--- src/rtl/fir_filter.sv ---
// fir_filter: direct-form N-tap FIR with round-half-up scaling and output saturation
module fir_filter #(
  parameter int N = 4,
  parameter int WIDTH = 16,
  parameter logic [N*WIDTH-1:0] COEFFS = 64'h0004_0003_0002_0001,
  parameter int SHIFT = 0
) (
  input  logic             clk,
  input  logic             rst_n,
  input  logic [WIDTH-1:0] Xn,
  output logic [WIDTH-1:0] Yn
);
  localparam int AW = 2*WIDTH + $clog2(N) + 1;
  localparam int RND = SHIFT > 0 ? 2**(SHIFT-1) : 0;
  localparam logic signed [AW-1:0] MAXV = AW'((2**(WIDTH-1)) - 1);
  localparam logic signed [AW-1:0] MINV = -MAXV - AW'(1);
  logic signed [WIDTH-1:0] d_q [N-1];
  logic signed [WIDTH-1:0] t [N];
  logic signed [AW-1:0] acc, acc_r;
  logic [WIDTH-1:0] y_d, y_q;
  always_comb begin
    t[0] = signed'(Xn);
    for (int k = 1; k < N; k++) t[k] = d_q[k-1];
    acc = '0;
    for (int k = 0; k < N; k++)
      acc = acc + AW'(signed'(COEFFS[k*WIDTH +: WIDTH])) * AW'(t[k]);
    acc_r = (acc + AW'(RND)) >>> SHIFT;
    y_d = acc_r > MAXV ? MAXV[WIDTH-1:0] : acc_r < MINV ? MINV[WIDTH-1:0] : acc_r[WIDTH-1:0];
  end
  // rst_n is active-high despite its name
  always_ff @(posedge clk) begin
    if (rst_n) begin
      for (int k = 0; k < N-1; k++) d_q[k] <= '0;
      y_q <= '0;
    end else begin
      d_q[0] <= signed'(Xn);
      for (int k = 1; k < N-1; k++) d_q[k] <= d_q[k-1];
      y_q <= y_d;
    end
  end
  assign Yn = y_q;
endmodule

--- config.mk ---
export PLATFORM = sky130hd
export DESIGN_NAME = fir_filter
export DESIGN_NICKNAME = d
export VERILOG_FILES = /design/src/rtl/fir_filter.sv
export SDC_FILE = /design/constraint.sdc
export NUM_CORES = 1
export LEC_CHECK = 0
export CAP_MARGIN = 20
export CORE_UTILIZATION = 40
export CTS_CLUSTER_DIAMETER = 200
export DETAILED_ROUTE_END_ITERATION = 12
export PLACE_DENSITY = 0.67
export SLEW_MARGIN = 20
export SYNTH_ARGS = -nofsm -noshare
export SYNTH_HDL_FRONTEND = slang
export SYNTH_SLANG_ARGS = --single-unit
--- constraint.sdc ---
create_clock -name clk -period 4.77 [get_ports clk]
set_input_delay 0.477 -clock clk [delete_from_list [all_inputs] [get_ports clk]]
set_output_delay 0.477 -clock clk [all_outputs]
set_load 0.01 [all_outputs]
==> Slide: Implementation Results <==
Synthesis and Place & Route Summary

Outcome
  – Result of the run: finished, final reports clean

Final timing
  – Final count of pins violating max slew: 0
  – Headroom to the max-slew limit: 0.358
  – Hold Slack: 0.421 ns
  – Post-route clock skew: 0.00770 ns

Layout
  – Final core occ: 0.498
  – Inverters: between 90 and 100
  – Seq area share: 0.248
  – Ant. Diodes: 0
  – Max reg flops: roughly 48
  – Cell kind with the greatest summed area: combinational gates
  – Most common cell after layout, fill and taps aside: sky130_fd_sc_hd__inv_1

Synthesis
  – Area share, top type: 0.297
  – Synthesized chip area reported by yosys: about 4300 um2
  – Mux share of post-synthesis cell area: 0
  – Async set-reset flop share out of synthesis: 0
  – Most popular library cell in the synthesized design by count: sky130_fd_sc_hd__inv_1
  – Area leader, netlist: sky130_fd_sc_hd__dfxtp_1
  – Count of cell types in the netlist: roughly 48
  – Xor+xnor area frac: 0.0304

Route
  – Met2 Wirelength: 3480 um
  – Met3 layer wire length in the routed design: 225 um
  – Detailed-router iteration count before antenna repair: 4
  – Post-route DRC: 0

Worst hold path
  – Worst Min Path Start: Xn[2]
  – Cell count of the worst hold path: 2

Job
  – OpenROAD warnings: 27

Clock tree
  – Resized Gates After CTS: 0
  – CTS tree: yes
  – Number of buffers inserted during clock tree synthesis: 9
  – # Post-CTS Setup Buffers: 0
  – Number of hold buffers added after cts: 0
  – Reg clk slew, reported paths: approximately 0.070 ns
  – Max H-tree Level: 3

Floorplan
  – Standard-cell rows: 37

Pwr
  – Sequential cell fraction of total power: 0.311
  – Leakage power summed over all cells: 2.51 nW
  – Pwr Total: just over 2 mW
  – Clock group total power: roughly 0.44 mW
  – Sw Share: 0.360
  – Logic pwr share: 0.470

Global routing
  – First-pass GRT wire length: ~13000 um
  – Pin count of the biggest net entering global routing: 53
  – Met2 global-route usage: 0.233
  – Met3 usage: 0.0346
  – Routing layer with the top usage in global route: met2

Setup path
  – Launching element of the worst setup path: Xn[3]
  – CP endpoint kind: flip-flop
  – Largest fanout on the critical path: 7
  – Most frequent cell on the critical path: sky130_fd_sc_hd__fa_1

Placement
  – Placed Instance Area: 4920 um2
  – Number of placed instances with taps included: between 600 and 700
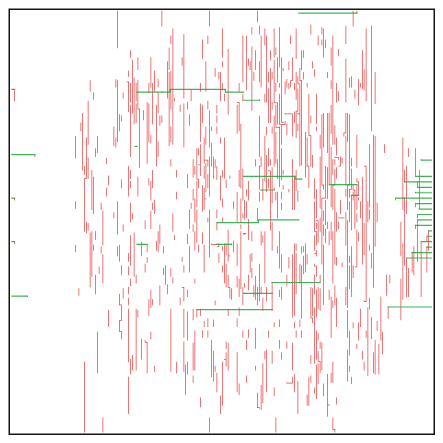
layers.png
Drawn at 4 px/um. Two of the layers only.
M3: marked green, wire length 226 um. M2: marked red, wire length 3480 um.
Tot GR Track Use: 0.146
detailed-route wire length: 7490 um
routed length per placed instance: 11.7 um

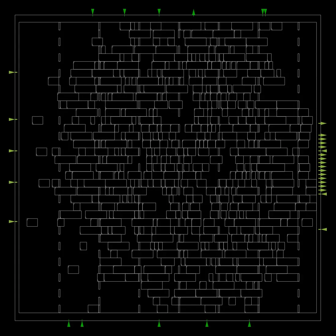
placed.png
Seq cells: 64
Final Non-Filler Cells: 638

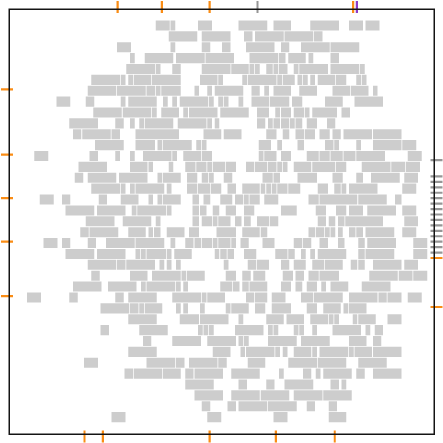
pinout.png
Drawn at 4 px/um. Pins as bars across the die edge, other pins in grey.
`Xn`: marked orange, pins 16, direction input, edge 5 west, 5 south, 4 north, 2 east. `clk`: marked purple, pins 1, direction input, edge north.
All pins by edge: 18 east, 6 north, 5 west, 5 south.
die width: 106 um
die y size: 106 um

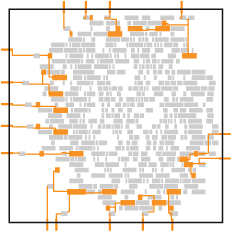
port_trees.png
Drawn at 2 px/um.
`Xn`: marked orange, bits 16, direction input, end cells 32, buffers 16, wire 408 um.
I/O pin total: 34
count of input and output buffers: 33

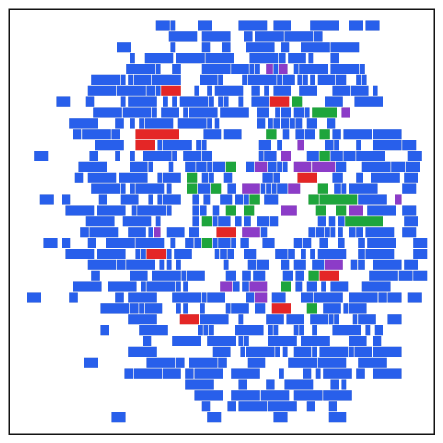
sizing.png
Drawn at 4 px/um.
x2: marked purple, cells 19. x3 and x4: marked green, cells 23. x6 and larger: marked red, cells 10. x1 and smaller: marked blue, cells 450.
Final Worst Setup Slack: 0.167 ns
signed area change from the synthesized netlist to the final layout: 19.7%
non-clock buffer total of the final layout: 53
post-route cell area: 5170 um2

No activity file was given, so power comes from the tool's default toggle rates.
